Design grid_renderer, sky130hd; sources not shown.
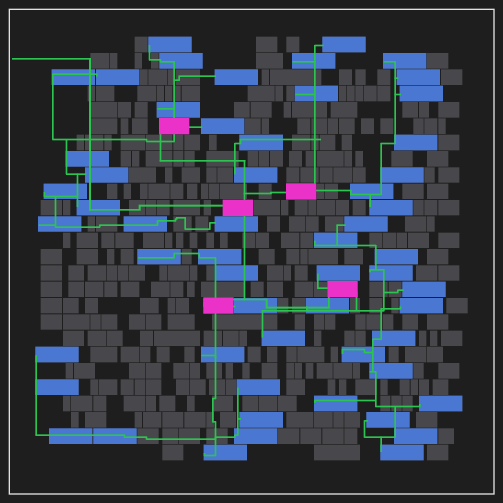
**Above:** run 1 (clock distribution).
(6 px per micron)
[cells driving clock nets] magenta | count: 5
[flip-flops] blue | count: 56
[clock wires] green | length: 610 microns
routed clock nets: 6
flops lie: all over the die
share of total power in the clock network: 0.349
Clock net power: 0.618 mW
Clk Latency, worst-skew pair: 0.31 ns

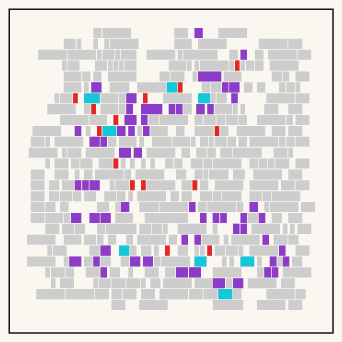
**Above:** run 1 (logic cells by family).
(4 px per micron)
| family | colour | cells |
|---|---|---|
| inverters | red | 14 |
| inverting AOI/OAI gates | purple | 58 |
| AND-OR and OR-AND gates | cyan | 8 |
post-route insts no fill: 462
most frequent logic cell in the layout: dfxtp_1

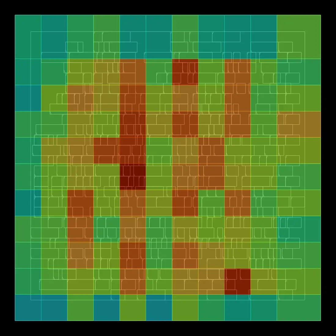
**Above:** run 1 (track usage over the die).
Core Util, Final: 0.7173
routed wire length per instance: 14.17 microns
layer with the highest usage: met2

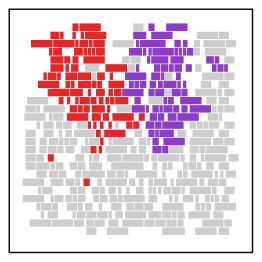
**Above:** run 1 (cells coloured by instance).
(3 px per micron) Other cells in grey.
| instance | colour | cells |
|---|---|---|
| u_col_tracker | red | 80 |
| u_row_tracker | purple | 73 |
not coloured: 239
Die Area: 6488 sq um

==> flow_metrics.py, run 1 <==
# Metrics from the implementation run
metrics = {
    "layout": {
        "clkbuf_count": 5,
        "clock_area_frac": 0.03040,
        "largest_register_ff_count": 10,
        "nNonClkInverters": 14,
        "largest_cell_class": "logic gates",
        "layout.nonclk_buf_frac": 0.1434,
        "register_area_sq_um": 1121,
        "sh_comb_area": 0.4819,
        "nets": 431,
        "finalInstanceArea_sq_um": 3664,
        "num-nonclk-buffers": 56,
        "seq-cell-share": 0.3060,
        "syn_to_final_growth_pct": 22.10,
        "comb_cells": 258,
    },
    "synth": {
        "ys_sh_simple": 0.2848,
        "fp_nets": 378,
        "synthArstFlopShare": 0,
        "top_logic_kind": "simple AND/OR/NAND/NOR gates",
        "ys_ff": 56,
        "ys_top_cells_by_area": "dfxtp_1, ha_1, nand2_1",
        "syn_area_sq_um": 3000,
        "ys_seq_frac": 0.3736,
        "synthCells": 338,
        "syn_avg_cell_area_sq_um": 8.877,
        "enable_flop_cells": 0,
        "ys_types": 65,
    },
    "cts": {
        "postCtsSetupBuffers": 0,
        "clockBufferDepth": 2,
        "cts_root_buffer": "clkbuf_8",
        "cts-resized-gates": 0,
        "cts_tree": "done",
        "clkTransAtPathRegs_ns": 0.10,
    },
    "timing": {
        "hold_violations": 0,
        "min_period_ns": 2.160,
        "report.final.slew_viol_count": 0,
        "setup_viol": 0,
        "worstMarginPinSlew_ns": 0.4955,
        "rsz0062_at_grt": "no",
        "fin_tns_setup_ns": 0,
        "whs_ns": 0.4301,
        "final.setup.worst_slack_ns": 0.2298,
        "slew_headroom": 0.6662,
    },
    "route": {
        "drtIter0Drc": 201,
        "ant_nets": 0,
        "drt_wl_total_microns": 6546,
        "firstDrtPassIters": 4,
    },
    "worst_setup_path": {
        "path_class": "flip-flop to flip-flop",
        "critPathMaxStageDelay_ns": 0.43,
        "reg2reg_depth": 10,
        "startpoint_type": "flip-flop",
        "path_cells": "inv_1 -> ha_1 -> o311a_2 -> o21ai_0 -> a221oi_2 -> and2_1 -> xor2_1 -> nor3_1 -> a31oi_1 -> nor2_1",
        "critPathSlowestCell": "dfxtp_1",
        "rrSetupSlack_ns": 0.23,
    },
    "placement": {
        "gp_congestion": 0.8543,
        "place_area_sq_um": 3552,
        "dp_cells": 454,
    },
    "grt": {
        "grt_usage": 0.2092,
        "grt_max_degree": 23,
        "grt_overflow": 0,
        "grt_pass1_wl_microns": 10870,
    },
    "hold_path": {
        "hold_depth": 1,
    },
    "floorplan": {
        "num_io_pins": 38,
        "taps": 70,
        "chipHeight_microns": 80.55,
        "dieWidth_microns": 80.55,
        "initial_core_util": 0.5875,
        "rows": 26,
    },
    "run_status": {
        "outcome": "complete, no violations",
    },
    "pwr": {
        "finalPower_mw": 1.771,
    },
    "job": {
        "tool_warnings": 32,
    },
}
## run 1: critical path: cells and delay by family, from the launching register on
| kind | cells | cell delay, ns |
|---|---|---|
| DFF | 1 | 0.43 |
| adders and majority gates | 1 | 0.19 |
| and+or+nand+nor | 3 | 0.35 |
| xor gates and xnor gates | 1 | 0.16 |
| buffers and inverters | 1 | 0.10 |
| AOI/OAI and AO/OA | 4 | 0.78 |
## run 1: metal layers
metal,vias to the layer above,part of all wire,track usage
li1,1327,-,-
met1,1201,0.44,0.2478
met2,65,0.50,0.3733
met3,8,0.051,0.04484
met4,0,0.0096,0.06588
met5,-,0,0
## run 1: where the power goes
group,switching (mW),internal (mW)
logic,0.0824,0.0996
clock network,0.307,0.311
registers,0.0204,0.951
total,0.410,1.36
==> run 2: changes to the inputs <==
--- a/config.mk
+++ b/config.mk
@@ -7,7 +7,6 @@
 export LEC_CHECK = 0
 export ABC_CLOCK_PERIOD_IN_PS = 2390
 export CAP_MARGIN = 20
-export CORE_MARGIN = 4
 export CORE_UTILIZATION = 57
 export CTS_BUF_LIST = sky130_fd_sc_hd__clkbuf_8
 export CTS_CLUSTER_DIAMETER = 100
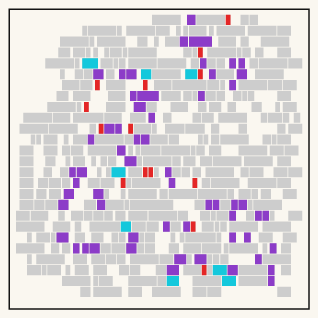
**Above:** run 2 (logic cells by family).
(4 px per micron)
| family | colour | cells |
|---|---|---|
| AND-OR and OR-AND gates | cyan | 8 |
| inverting AOI/OAI gates | purple | 58 |
| inverters | red | 14 |
post-route insts no fill: 463
logic share of the area: 0.4804

==> flow_metrics.py, run 2 <==
# Metrics from the implementation run
metrics = {
    "layout": {
        "clkbuf_count": 7,
        "lay_top_count": "dfxtp_1",
        "flop-count": 56,
        "register_area_sq_um": 1122,
        "seq-cell-share": 0.3054,
        "clock_area_frac": 0.03439,
        "num-nonclk-buffers": 57,
        "comb_cells": 258,
        "syn_to_final_growth_pct": 22.48,
        "finalInstanceArea_sq_um": 3675,
        "largest_cell_class": "logic gates",
        "nets": 432,
    },
    "route": {
        "wl_met2_microns": 3162,
        "wire_per_inst_microns": 13.52,
        "firstDrtPassIters": 4,
        "wl_met1_microns": 2763,
        "ant_nets": 0,
        "highest_layer": "met4",
    },
    "grt": {
        "met3_usage": 0.03523,
        "grt_usage": 0.2410,
        "grt.busiest_layer": "met2",
        "grt_pass1_wl_microns": 10440,
        "grt_max_degree": 19,
        "grt_overflow": 0,
        "grtUsageMet1": 0.2923,
    },
    "synth": {
        "fp_nets": 378,
        "enable_flop_cells": 0,
        "synthArstFlopShare": 0,
        "syn_avg_cell_area_sq_um": 8.877,
        "ys_top_cells_by_area": "dfxtp_1, ha_1, nand2_1",
        "syn_area_sq_um": 3000,
        "synthCells": 338,
        "ys_ff": 56,
        "ys_seq_frac": 0.3736,
        "ys_types": 65,
    },
    "pwr": {
        "pwr-share-comb": 0.100,
        "seq-power_mw": 0.972,
        "maxPowerGroup": "registers",
        "seqPwrFrac": 0.536,
        "p_clk_mw": 0.661,
        "powerComb_mw": 0.181,
        "power_switching_share": 0.2174,
        "p_clk_frac": 0.364,
    },
    "timing": {
        "min_period_ns": 2.139,
        "setup_viol": 0,
        "report.final.slew_viol_count": 0,
        "slew_headroom": 0.7215,
        "whs_ns": 0.4267,
        "hold_violations": 0,
        "worstMarginPinSlew_ns": 0.4134,
    },
    "worst_setup_path": {
        "cp_num_cells": 8,
        "path_cells": "clkdlybuf4s50_1 -> nor4_2 -> nand4_2 -> inv_1 -> nand4_1 -> nor2_1 -> xor2_1 -> and3_1",
        "path_class": "primary input to flip-flop",
        "critPathSlowestCell": "clkdlybuf4s50_1",
        "path_buffers": 2,
        "startpoint_type": "primary input",
        "critPathMaxStageDelay_ns": 0.43,
        "path_delay_family": "simple AND/OR/NAND/NOR gates",
        "rrSetupSlack_ns": 0.28,
        "reg2reg_depth": 10,
    },
    "placement": {
        "hpwl_microns": 4741,
        "place_area_sq_um": 3547,
        "dp_cells": 455,
        "gp_congestion": 0.8578,
    },
    "cts": {
        "cts_tree": "done",
        "clkTransAtPathRegs_ns": 0.10,
        "insertion_delay_ns": 0.30,
        "cts_root_buffer": "clkbuf_8",
        "clockBufferDepth": 2,
    },
    "run_status": {
        "outcome": "complete, no violations",
    },
    "hold_path": {
        "hold_depth": 1,
    },
    "floorplan": {
        "rows": 26,
        "initial_core_util": 0.5912,
        "num_io_pins": 38,
        "chipHeight_microns": 74.55,
        "dieWidth_microns": 74.55,
    },
}
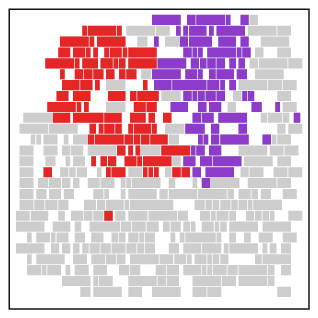
**Above:** run 2 (cells coloured by instance).
(4 px per micron) Other cells in grey.
| instance | colour | cells |
|---|---|---|
| u_col_tracker | red | 80 |
| u_row_tracker | purple | 72 |
not coloured: 241
Core Util, Final: 0.7241
Die Area: 5558 sq um

[run 2: what timing repair did]
| action | CTS | global route |
|---|---|---|
| setup buffers | 0 | 0 |
| setup endpoints to repair | 0 | 1 |
| gates resized | 0 | 1 |
[run 2: stage by stage]
stage	power (mW)	TNS [ns]	worst slack, ns
floorplan	1.073	0	0.4202
global placement	1.168	-0.02454	-0.01858
detailed placement	1.174	-0.3774	-0.06775
CTS	1.829	0	0.1927
global route	1.887	0	0.05968
finish	1.814	0	0.2505
[run 2: logic make-up after synthesis]
family                   synth area share
flip-flops                         0.3736
multiplexers                      0.03670
XOR/XNOR                          0.06422
adder cells (fa/ha/maj)           0.05421
AND/OR/NAND/NOR                    0.2848
AND-OR/OR-AND                      0.1485
buffers and inverters             0.03795
Power and IR drop assume default switching activity.
